### config.mk
export PLATFORM = sky130hd
export DESIGN_NAME = adder_operand_sequencer
export DESIGN_NICKNAME = d
export VERILOG_FILES = /design/src/rtl/adder_operand_sequencer.sv
export SDC_FILE = /design/constraint.sdc
export NUM_CORES = 1
export LEC_CHECK = 0
export ABC_AREA = 1
export CORE_UTILIZATION = 48
export CTS_CLUSTER_DIAMETER = 30
export DETAILED_ROUTE_END_ITERATION = 10
export PLACE_DENSITY = 0.92
export SLEW_MARGIN = 25
export SYNTH_ARGS = -nofsm -noshare
export SYNTH_HDL_FRONTEND = slang
export SYNTH_SLANG_ARGS = --single-unit
### constraint.sdc
create_clock -name clk -period 2.6 [get_ports clk]
set_input_delay 0.52 -clock clk [delete_from_list [all_inputs] [get_ports clk]]
set_output_delay 0.52 -clock clk [all_outputs]
set_load 0.05 [all_outputs]
### src/rtl/adder_operand_sequencer.sv
// Adder operand sequencer: assembles two N-bit operands from an LSB-first byte
// stream, presents them to an external combinational adder, captures the sum
// and holds it until the consumer accepts it.
// Optional feature macro: ADD_SAT_EN (saturate the captured sum on signed overflow).
module adder_operand_sequencer #(
    parameter int unsigned N = 32
) (
    input  logic         clk,
    input  logic         rst,
    input  logic [7:0]   in_data,
    input  logic         in_valid,
    output logic         in_ready,
    output logic [N-1:0] add_in1,
    output logic [N-1:0] add_in2,
    input  logic [N-1:0] add_sum,
    input  logic         add_cout,
    input  logic         add_of,
    output logic [N-1:0] res_data,
    output logic         res_cout,
    output logic         res_of,
    output logic         res_valid,
    input  logic         res_ready
);

    localparam int unsigned NBYTES = N / 8;
    localparam int unsigned CNT_W  = $clog2(NBYTES);
    localparam logic [CNT_W-1:0] LAST_BYTE = CNT_W'(NBYTES - 1);

    typedef enum logic [1:0] {
        LOAD_A,
        LOAD_B,
        EXEC,
        DONE
    } state_t;

    state_t             state_q, state_d;
    logic [CNT_W-1:0]   cnt_q, cnt_d;
    logic [N-1:0]       a_q, a_d;
    logic [N-1:0]       b_q, b_d;
    logic [N-1:0]       res_data_q, res_data_d;
    logic               res_cout_q, res_cout_d;
    logic               res_of_q, res_of_d;
    logic               res_valid_q, res_valid_d;
    logic               in_ready_q, in_ready_d;
    logic               byte_xfer;
    logic [N-1:0]       sum_capture;

    // Replace the byte lane selected by idx with b.
    function automatic logic [N-1:0] put_byte(input logic [N-1:0] w,
                                              input logic [CNT_W-1:0] idx,
                                              input logic [7:0] b);
        logic [N-1:0] r;
        r = w;
        for (int unsigned i = 0; i < NBYTES; i++) begin
            if (idx == CNT_W'(i)) begin
                r[8*i +: 8] = b;
            end
        end
        return r;
    endfunction

    assign byte_xfer = in_valid && in_ready_q;

    // Value captured into res_data at the EXEC edge.
`ifdef ADD_SAT_EN
    logic sat_ovf;
    always_comb begin
        sat_ovf = (a_q[N-1] == b_q[N-1]) && (add_sum[N-1] != a_q[N-1]);
        if (sat_ovf) begin
            sum_capture = a_q[N-1] ? {1'b1, {(N-1){1'b0}}} : {1'b0, {(N-1){1'b1}}};
        end else begin
            sum_capture = add_sum;
        end
    end
`else
    always_comb begin
        sum_capture = add_sum;
    end
`endif

    // Next-state, byte placement, result capture and ready decode.
    always_comb begin
        state_d     = state_q;
        cnt_d       = cnt_q;
        a_d         = a_q;
        b_d         = b_q;
        res_data_d  = res_data_q;
        res_cout_d  = res_cout_q;
        res_of_d    = res_of_q;
        res_valid_d = res_valid_q;

        case (state_q)
            LOAD_A: begin
                if (byte_xfer) begin
                    a_d = put_byte(a_q, cnt_q, in_data);
                    if (cnt_q == LAST_BYTE) begin
                        cnt_d   = '0;
                        state_d = LOAD_B;
                    end else begin
                        cnt_d = cnt_q + CNT_W'(1);
                    end
                end
            end
            LOAD_B: begin
                if (byte_xfer) begin
                    b_d = put_byte(b_q, cnt_q, in_data);
                    if (cnt_q == LAST_BYTE) begin
                        cnt_d   = '0;
                        state_d = EXEC;
                    end else begin
                        cnt_d = cnt_q + CNT_W'(1);
                    end
                end
            end
            EXEC: begin
                res_data_d  = sum_capture;
                res_cout_d  = add_cout;
                res_of_d    = add_of;
                res_valid_d = 1'b1;
                state_d     = DONE;
            end
            DONE: begin
                if (res_ready) begin
                    res_valid_d = 1'b0;
                    state_d     = LOAD_A;
                end
            end
            default: begin
                state_d = LOAD_A;
                cnt_d   = '0;
            end
        endcase

        in_ready_d = (state_d == LOAD_A) || (state_d == LOAD_B);
    end

    // State and datapath registers; reset wins over any transfer or handshake.
    always_ff @(posedge clk) begin
        if (rst) begin
            state_q     <= LOAD_A;
            cnt_q       <= '0;
            a_q         <= '0;
            b_q         <= '0;
            res_data_q  <= '0;
            res_cout_q  <= 1'b0;
            res_of_q    <= 1'b0;
            res_valid_q <= 1'b0;
            in_ready_q  <= 1'b1;
        end else begin
            state_q     <= state_d;
            cnt_q       <= cnt_d;
            a_q         <= a_d;
            b_q         <= b_d;
            res_data_q  <= res_data_d;
            res_cout_q  <= res_cout_d;
            res_of_q    <= res_of_d;
            res_valid_q <= res_valid_d;
            in_ready_q  <= in_ready_d;
        end
    end

    assign in_ready  = in_ready_q;
    assign add_in1   = a_q;
    assign add_in2   = b_q;
    assign res_data  = res_data_q;
    assign res_cout  = res_cout_q;
    assign res_of    = res_of_q;
    assign res_valid = res_valid_q;

endmodule

==> flow_summary.ini, run 1 <==
; synthesis and place-and-route metrics
[pwr]
total_power_mw = 3.03
power_switching_share_pct = 27.4
internal_power_mw = 2.20
p_sw_uw = 829

[clocking]
cts.sinks = 104
root_buffer = clkbuf_8
post_cts_buffers = 0
clock_path_buffers = 2

[synthesis]
yosys_warnings = 0
synth_async_sr_flop_share_pct = 0
fp_nets = 592
synth_top_cell_by_count = nor2_1
common_cells = 203 x nor2_1, 134 x nand2_1, 104 x dfxtp_1
postSynthSeqShare_pct = 52.5
synthDistinctLibCells = 16
adder_share_pct = 1.26
syn_area_um2 = 3970
synth.logic.top_family = simple AND/OR/NAND/NOR gates

[placed_design]
dpl_cell_area_um2 = 5410

[floorplan]
fp.dieW_um = 92.9
tapCellCount = 102

[setup_path]
critical_path_depth = 1
rrSetupSlack_ps = 1080
arrival_ps = 1670
cp_max_fo = 6
rr_endpoint = add_in1[25]
slowest_delay_ps = 870
reg2reg_from = cnt_q[0]
cp_slowest_cell = clkdlybuf4s50_1

[grt]
grt_max_degree = 71
grt_most_used_layer = met2

[hold_path]
worstHoldStart = add_in1[27]
min_path_type = reg2reg
holdPathEnd = add_in1[27]

[finish]
largest_class = registers
fillers = 606
buffer_area_share_pct = 26.4
nets = 725

[outcome]
status = finished clean

[final_timing]
fmax_mhz = 458
tightestPinTransition_ps = 543
rsz0062_at_grt = no
period_used_pct = 84.1

[routing]
first_pass_iters = 5
via_per_inst = 4.88
### Metal 2, run 1

Drawn at 4 px/um.
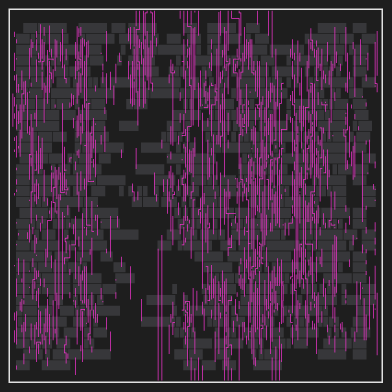
The layer holds 46% of the routed length. The layer carries 4590 um of wire. 583 nets have wire on it. The longest straight run is 43.9 um.

### Placement by cell class, run 1

Drawn at 4 px/um. Fill, decap, tap and diode cells in gray.
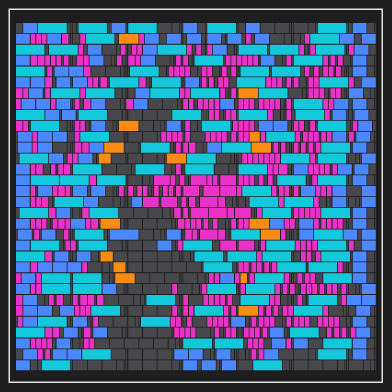
Key: blue = other buffers and delay cells [cells 147, share of their area 27%]; orange = clock drivers and dummy loads [cells 16, share of their area 3.5%]; cyan = flops [cells 104, share of their area 38%]; magenta = all other logic [cells 413, share of their area 31%]
core footprint: 7850 um2
Seq/total area: 37.2%
utilization after layout: 71.4%
post-route cell area: 5600 um2

### Clock distribution, run 1

Drawn at 6 px/um.
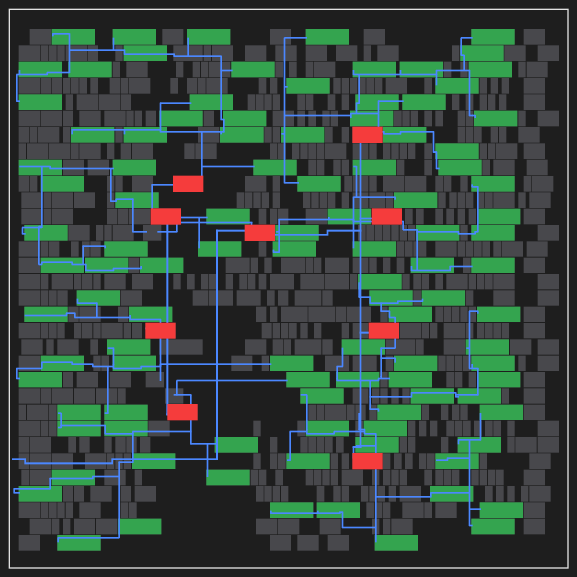
Key: red = cells driving clock nets [count 9]; green = flip-flops [count 104]; blue = clock wires [length 1100 um]
Position of the flops: all over the die.
P_clk: 956 uW
insertion delay to the later sink of the worst-skew pair: 360 ps
Clock power frac: 31.6%
Setup Skew: 8.45 ps

==> run 2: changes to the inputs <==
Settings changed: CORE_UTILIZATION 48 to 40, PLACE_DENSITY 0.92 to 0.82.
Clock period 2.6 ns to 1.8 ns, I/O delays scaled along.
### Placement by cell class, run 2

Drawn at 4 px/um. Fill, decap, tap and diode cells in gray.
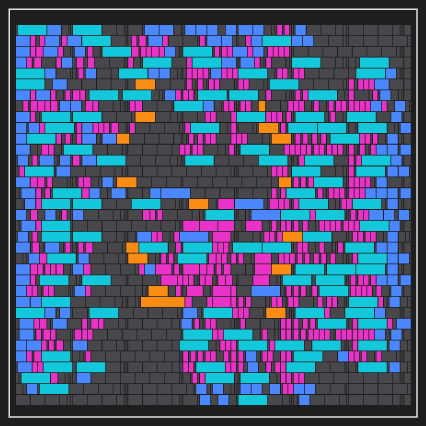
Key: magenta = all other logic [cells 413, share of their area 32%]; orange = clock drivers and dummy loads [cells 16, share of their area 4.0%]; blue = other buffers and delay cells [cells 152, share of their area 25%]; cyan = flops [cells 104, share of their area 39%]

### The clock network, run 2

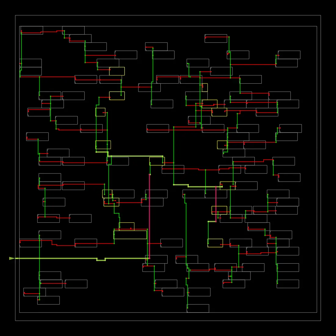
CTS buffer count: 9
Setup Skew: 20.6 ps
clock buffer count: 11
Sink Count: 104
P_clk: 1.54 mW

==> run 2 against run 1 <==
Hold slack got worse by 10 ps. Total power increased by 50%. Non-clock buffer count is 5 higher. Count of clock-buffer cells in the layout unchanged. First-iteration DRC count decreased by 6.5%. Via count decreased by 1.5%. Die area rose by 20%. Synthesized cell count stayed put. Sequential share of layout area rose by 0.72 points. Critical path type is now reg2reg. Critical endpoint is now in_ready. Largest cell class unchanged.
==> flow_summary.ini, run 2 <==
; synthesis and place-and-route metrics
[finish]
buffer_area_share_pct = 23.9
seq_share_pct = 37.9
largest_class = registers
nets = 730
post-route-util_pct = 58.4

[setup_path]
reg2reg_from = cnt_q[0]
cp_slowest_cell = dfxtp_1
rrSetupSlack_ps = 300
cp_max_fo = 17
critical_path_depth = 4
slowest_delay_ps = 420
arrival_ps = 1690

[routing]
first_pass_iters = 4
via_count = 3759
via_per_inst = 4.62

[grt]
grt_max_degree = 68
grt_most_used_layer = met2

[final_timing]
fmax_mhz = 669
tightestPinTransition_ps = 558
period_used_pct = 83.1
rsz0062_at_grt = no

[synthesis]
common_cells = 203 x nor2_1, 134 x nand2_1, 104 x dfxtp_1
adder_share_pct = 1.26
synth_async_sr_flop_share_pct = 0
yosys_warnings = 0
synth_top_cell_by_count = nor2_1
fp_nets = 592
synthDistinctLibCells = 16
synth.logic.top_family = simple AND/OR/NAND/NOR gates

[outcome]
status = finished clean

[clocking]
root_buffer = clkbuf_8
clk_latency_ps = 360
post_cts_buffers = 0
clock_path_buffers = 2

[pwr]
power_frac_clock_pct = 33.9
total_power_mw = 4.53
internal_power_mw = 3.32
power_switching_share_pct = 26.8
p_sw_mw = 1.21

[hold_path]
min_path_type = reg2reg
holdPathEnd = res_valid

[floorplan]
core-area_um2 = 9420

[placed_design]
dpl_cell_area_um2 = 5280
No activity file was given, so power comes from the tool's default toggle rates.
